Figure 1. Met2 routing.
Drawn at 2 px/um.
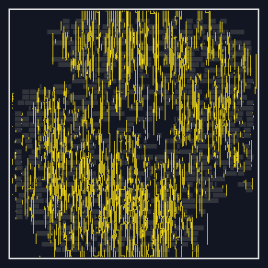
Figure 2. Gate families picked out.
Drawn at 4 px/um.
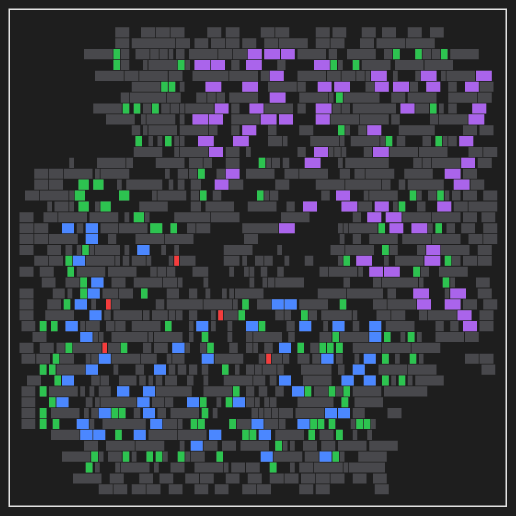
Figure 3. Congestion heat map.
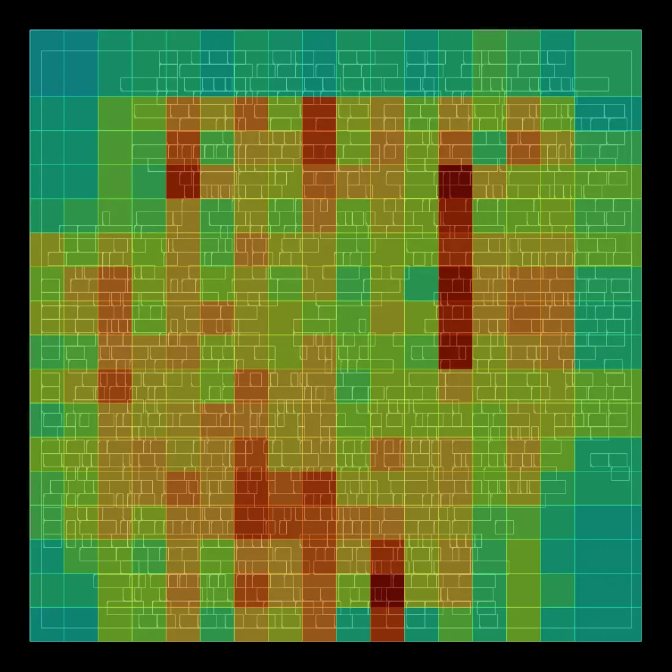
Figure 4. Register map, names as in the netlist.
Drawn at 4 px/um. Other sequential cells in the stronger gray, the rest of the logic in the fainter gray.
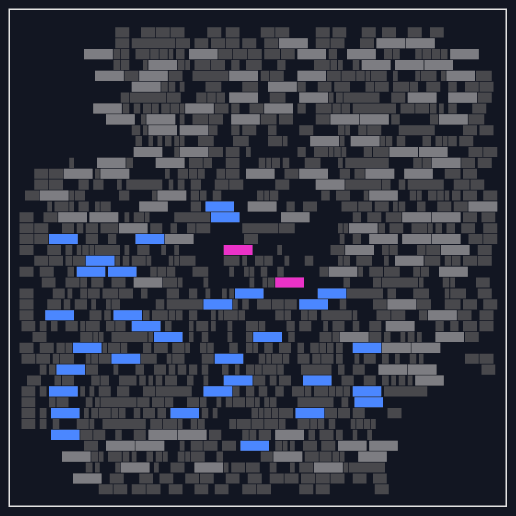
[config.mk]
export PLATFORM = sky130hd
export DESIGN_NAME = if_fetch_stage
export DESIGN_NICKNAME = d
export VERILOG_FILES = /design/src/rtl/if_fetch_stage.sv
export SDC_FILE = /design/constraint.sdc
export NUM_CORES = 1
export LEC_CHECK = 0
export CAP_MARGIN = 10
export CORE_MARGIN = 2
export CORE_UTILIZATION = 42
export DETAILED_ROUTE_END_ITERATION = 7
export GPL_ROUTABILITY_DRIVEN = 0
export GPL_TIMING_DRIVEN = 0
export PLACE_DENSITY_LB_ADDON = 0.3
export SYNTH_ARGS = -nofsm -noshare
export SYNTH_HDL_FRONTEND = slang
export SYNTH_SLANG_ARGS = --single-unit
[constraint.sdc]
create_clock -name clk -period 2.5 [get_ports clk]
set_input_delay 0.5 -clock clk [delete_from_list [all_inputs] [get_ports clk]]
set_output_delay 0.5 -clock clk [all_outputs]
set_load 0.01 [all_outputs]
[src/rtl/if_fetch_stage.sv]
// Instruction fetch stage: PC register, single-outstanding imem request FSM and IF/ID pipeline register.
// Zero-wait memory sustains one instruction per cycle; a stalled or redirected fetch is buffered or dropped.
module if_fetch_stage #(
  parameter logic [31:0] RESET_PC = 32'h0000_0000
) (
  input  logic        clk,
  input  logic        rst_n,
  input  logic        PCWr,
  input  logic        IFIDwr,
  input  logic        rstIFID,
  input  logic        redirect,
  input  logic [31:0] redirect_pc,
  output logic        imem_req,
  output logic [31:0] imem_addr,
  input  logic        imem_ack,
  input  logic [31:0] imem_rdata,
  output logic [31:0] IFID_PC,
  output logic [31:0] IFID_Instr,
  output logic        IFID_valid
);

  typedef enum logic [1:0] {FETCH, HOLD, DROP} state_t;

  state_t      r_state;
  state_t      w_state_nxt;
  logic [31:0] r_pc;
  logic [31:0] w_pc_nxt;
  logic [31:0] r_hold;
  logic [31:0] w_hold_nxt;
  logic [31:0] r_ifid_pc;
  logic [31:0] r_ifid_instr;
  logic        r_ifid_valid;
  logic [31:0] w_ifid_pc_nxt;
  logic [31:0] w_ifid_instr_nxt;
  logic        w_ifid_valid_nxt;
  logic [31:0] w_pc_plus4;
  logic        w_avail;
  logic [31:0] w_data;
  logic        w_consume;

  assign w_pc_plus4 = r_pc + 32'd4;
  assign w_avail    = ((r_state == FETCH) && imem_ack) || (r_state == HOLD);
  assign w_data     = (r_state == HOLD) ? r_hold : imem_rdata;
  assign w_consume  = w_avail && PCWr && IFIDwr && !rstIFID && !redirect;

  assign imem_req   = rst_n && ((r_state == FETCH) || (r_state == DROP));
  assign imem_addr  = r_pc;
  assign IFID_PC    = r_ifid_pc;
  assign IFID_Instr = r_ifid_instr;
  assign IFID_valid = r_ifid_valid;

  always_comb begin
    w_state_nxt = r_state;
    w_pc_nxt    = r_pc;
    w_hold_nxt  = r_hold;
    if (redirect) begin
      w_pc_nxt = redirect_pc;
      // A request still in flight must have its response swallowed before refetching.
      if ((r_state == FETCH && !imem_ack) || r_state == DROP) begin
        w_state_nxt = DROP;
      end else begin
        w_state_nxt = FETCH;
      end
    end else if (w_consume) begin
      w_pc_nxt    = w_pc_plus4;
      w_state_nxt = FETCH;
    end else begin
      case (r_state)
        FETCH: begin
          if (imem_ack) begin
            w_hold_nxt  = imem_rdata;
            w_state_nxt = HOLD;
          end
        end
        DROP: begin
          if (imem_ack) begin
            w_state_nxt = FETCH;
          end
        end
        default: w_state_nxt = r_state;
      endcase
    end
  end

  always_comb begin
    w_ifid_pc_nxt    = r_ifid_pc;
    w_ifid_instr_nxt = r_ifid_instr;
    w_ifid_valid_nxt = r_ifid_valid;
    if (rstIFID) begin
      w_ifid_pc_nxt    = 32'h0;
      w_ifid_instr_nxt = 32'h0;
      w_ifid_valid_nxt = 1'b0;
    end else if (IFIDwr) begin
      if (w_consume) begin
        w_ifid_pc_nxt    = w_pc_plus4;
        w_ifid_instr_nxt = w_data;
        w_ifid_valid_nxt = 1'b1;
      end else begin
        w_ifid_pc_nxt    = 32'h0;
        w_ifid_instr_nxt = 32'h0;
        w_ifid_valid_nxt = 1'b0;
      end
    end
  end

  always_ff @(posedge clk) begin
    if (!rst_n) begin
      r_state      <= FETCH;
      r_pc         <= RESET_PC;
      r_hold       <= 32'h0;
      r_ifid_pc    <= 32'h0;
      r_ifid_instr <= 32'h0;
      r_ifid_valid <= 1'b0;
    end else begin
      r_state      <= w_state_nxt;
      r_pc         <= w_pc_nxt;
      r_hold       <= w_hold_nxt;
      r_ifid_pc    <= w_ifid_pc_nxt;
      r_ifid_instr <= w_ifid_instr_nxt;
      r_ifid_valid <= w_ifid_valid_nxt;
    end
  end

endmodule

==> impl_table.tex <==
% Table of physical implementation metrics
\begin{tabular}{lr}
\hline
Metric & Value \\
\hline
\multicolumn{2}{l}{\textbf{Run status}} \\
Status & finished clean \\
\multicolumn{2}{l}{\textbf{Synthesis}} \\
Top cells by area, synth & sky130\_fd\_sc\_hd\_\_dfxtp\_1 (43\%), sky130\_fd\_sc\_hd\_\_mux2\_2 (6.0\%), sky130\_fd\_sc\_hd\_\_mux2i\_1 (5.6\%), sky130\_fd\_sc\_hd\_\_a21oi\_1 (5.0\%), sky130\_fd\_sc\_hd\_\_nand2\_1 (4.8\%) \\
Count of library flops with an enable pin & 0 \\
Fraction of synthesized area in multiplexers & 11.60\% \\
Area share of and/or/nand/nor cells after synthesis & a little over a fifth \\
Sequential share of the synthesized area & about 43\% \\
Total nets after synthesis & 751 \\
Fraction of synthesized cell area in xor and xnor cells & under 10\% \\
Count leader, synth & sky130\_fd\_sc\_hd\_\_dfxtp\_1 \\
Number of cell instances after yosys synthesis & 679 \\
Combined area of all synthesized cells & just over 6000 um2 \\
Yosys Warn Count & 0 \\
Number of library cell types mapped by synthesis & 40 \\
Synth async-reset ratio & 0\% \\
Number of synthesized register bits & 131 \\
Top cells by count & sky130\_fd\_sc\_hd\_\_dfxtp\_1 (131), sky130\_fd\_sc\_hd\_\_nand2\_1 (77), sky130\_fd\_sc\_hd\_\_a21oi\_1 (60) \\
Cell count after synthesis & between 600 and 700 \\
Share of the synthesized area in the top cell type & 43.43\% \\
Arithmetic-cell share of the synthesized area counting full adders, half adders and majority gates & 0.2072\% \\
Biggest area consumer among synthesized cells & sky130\_fd\_sc\_hd\_\_dfxtp\_1 \\
Compound Share, Synth & roughly 11\% \\
Predominant post-synthesis flop cell & sky130\_fd\_sc\_hd\_\_dfxtp\_1 \\
Avg Synthesized Cell Area & 8.893 um2 \\
Top logic cell family in the synthesized netlist & simple AND/OR/NAND/NOR gates \\
Chip area line of the yosys report & 6038 um2 \\
\multicolumn{2}{l}{\textbf{Final timing}} \\
Worst slew margin & 34.31\% \\
Tmin final & between 2 and 2.5 ns \\
Hold violation count in the final report & 0 \\
Hold\_ws & roughly 0.46 ns \\
Number of max-slew violations in the final report & 0 \\
Final setup TNS & 0 ns \\
Worst setup skew after layout & 0.007255 ns \\
Part of the cycle the worst path needs & 93.39\% \\
Pin slew with the least headroom to its limit & 0.9764 ns \\
Achievable frequency & 0.4283 GHz \\
Unrepaired setup endpoints after global routing & false \\
Final WS setup & 0.1652 ns \\
Setup violators final & 0 \\
\multicolumn{2}{l}{\textbf{Floorplanning}} \\
Core utilization at floorplan & 43.17\% \\
DIE AREA & 15350 um2 \\
Die boundary height & about 120 um \\
Core ar. & 13990 um2 \\
Die Span X & about 120 um \\
Top-level I/O count & 169 \\
Tap Count & 180 \\
Row cnt & between 40 and 50 \\
\multicolumn{2}{l}{\textbf{Global routing}} \\
Top Usage Layer GRT & met2 \\
Global router's overall resource usage & 22.84\% \\
Pin count of the biggest net entering global routing & 17 \\
Initial antenna violation count & 0 \\
Met3 GRT Util & under 10\% \\
First-pass GRT wire length & 26630 um \\
Via count of the first global-routing pass & 5103 \\
Leftover overflow at the end of global routing & 0 \\
\multicolumn{2}{l}{\textbf{Power and ir drop}} \\
Internal power & 4258 uW \\
Maximum VDD drop & 0.0004952 V \\
Clock network fraction of design power & between 40\% and 50\% \\
Total power per unit cell area & around 650 nW/um2 \\
Sequential group share of total power & 40.0\% \\
Heaviest power group & clock \\
Sw Ratio & 23.60\% \\
Power attributed to combinational cells & 587 uW \\
Sequential-cell power consumption & roughly 2200 uW \\
P\_leak & 0.003094 uW \\
Clk pwr & 2750 uW \\
Final total power & $\sim$5600 uW \\
Sw power & 1315 uW \\
\multicolumn{2}{l}{\textbf{Critical path}} \\
Worst-case register-to-register setup slack & 0.17 ns \\
Worst setup path start & rst\_n \\
R2r worst-path depth & 6 \\
Maximum single-stage delay on the critical path & 0.58 ns \\
Number of buffers and inverters on the critical path & 2 \\
Top Family by Delay on Critical Path & buffers and inverters \\
Kind of critical path & in -> out \\
Count of cell instances traversed by the critical path & 3 \\
Capture instance of the worst register-to-register path & IFID\_PC[27] \\
Required arrival time at the worst endpoint & 2.00 ns \\
CP endpoint & imem\_req \\
Cells along the critical path & dlygate4sd2\_1 > nor2b\_1 > clkdlybuf4s50\_1 \\
Setup crit end kind & output port \\
Crit-path slowest cell & sky130\_fd\_sc\_hd\_\_clkdlybuf4s50\_1 \\
Kind of start point of the critical path & input port \\
CP Max Fanout & 15 \\
Data arrival time of the critical path & approximately 1.8 ns \\
Reg2reg start & imem\_addr[4] \\
\multicolumn{2}{l}{\textbf{Placement}} \\
DP Area & 7935 um2 \\
DP Wirelength & 12430 um \\
Worst slack, placed & -0.7697 ns \\
Count of buffers inserted at the top-level ports & 167 \\
Placed instance count & 1026 \\
\multicolumn{2}{l}{\textbf{Routing}} \\
Metal1 wirelength & 8006 um \\
Number of iterations in the first detailed-routing pass & 5 \\
Violation tally from detailed-route iteration zero & 347 \\
Top routing layer in use & met4 \\
Met2 wirelength from detailed routing & 7929 um \\
Via density per instance & 5.124 \\
ANT nets after route & 0 \\
Routed WL & $\sim$17000 um \\
DRC violations left & 0 \\
Vias & between 5000 and 6000 \\
Sum of met3 wire segment lengths after detailed routing & 1077 um \\
\multicolumn{2}{l}{\textbf{Layout}} \\
Register Area & 2623 um2 \\
Area used by multi-input combinational logic & roughly 3200 um2 \\
Inverter count & 5 \\
Final \#Nets & approximately 940 \\
Total non-filler cell area in the finished layout & 8608 um2 \\
Nonclk buf count & around 220 \\
Non-filler cells, final & 1058 \\
Fraction of final layout cells sized beyond drive strength 1 & about 10\% \\
Share of cell area taken by flip-flops and latches & 30.47\% \\
Logic gate fraction of the total cell area & 37.19\% \\
Area delta synth->final & 42.56\% \\
Clock-cell share of area & 7.573\% \\
Final antenna diode count & 0 \\
Final core utilization & 61.54\% \\
Most frequent standard cell in the layout excluding fill and tap cells & sky130\_fd\_sc\_hd\_\_clkdlybuf4s50\_1 \\
Flip-flops & $\sim$130 \\
Count of multi-input combinational gates & 494 \\
Clkbuf count & 17 \\
Area-dominant cell class after layout & multi-input combinational cells \\
Highest-count cells in the layout ignoring fill and taps & sky130\_fd\_sc\_hd\_\_clkdlybuf4s50\_1 (166), sky130\_fd\_sc\_hd\_\_dfxtp\_1 (131), sky130\_fd\_sc\_hd\_\_nand2\_1 (77) \\
Tally of filler cells in the layout & 1217 \\
Fraction of cell area in non-clock buffers & 21.93\% \\
\multicolumn{2}{l}{\textbf{Clock tree}} \\
Clock tree from TritonCTS & done \\
CTS Sinks & 131 \\
Clock network latency to the later pin of the worst-skew pair & 0.43 ns \\
Clock buffers created by TritonCTS & 17 \\
Number of post-CTS setup repair buffers & 0 \\
Clk pin slew, worst setup/hold paths & 0.06 ns \\
Root cell of the clock tree & sky130\_fd\_sc\_hd\_\_clkbuf\_16 \\
Hold\_buf cts & 0 \\
\# H-tree levels & 4 \\
Total of cells resized after clock tree synthesis & 4 \\
Buffer depth of the longest clock path & 2 \\
\multicolumn{2}{l}{\textbf{Flow run}} \\
Tool Warnings & 26 \\
Max-cap violations & 0 \\
\multicolumn{2}{l}{\textbf{Min path}} \\
Beginning of the worst hold path & IFID\_PC[12] \\
Path category of the worst min-delay check & reg -> reg \\
Hold depth & 2 \\
End point of the worst hold path & IFID\_PC[12] \\
\hline
\end{tabular}
About Figure 1:
The layer holds 46% of the routed length. 773 nets have wire on it.

About Figure 2:
Key: green = inverting AOI/OAI gates [cells 116, most used a21oi_1, where all over the die]; blue = XOR/XNOR gates [cells 55, most used xnor2_1]; purple = multiplexers [cells 66, most used mux2i_1]; red = inverters [cells 5, most used inv_1]

About Figure 3:
Global Route met2 Usage: 35.03%
drt wl/cell: 16.35 um
routing usage on met1: 31.45%

About Figure 4:
Key: magenta = `r_state` [flops 2]; blue = `imem_addr` [flops 32]

Power and IR drop assume default switching activity.
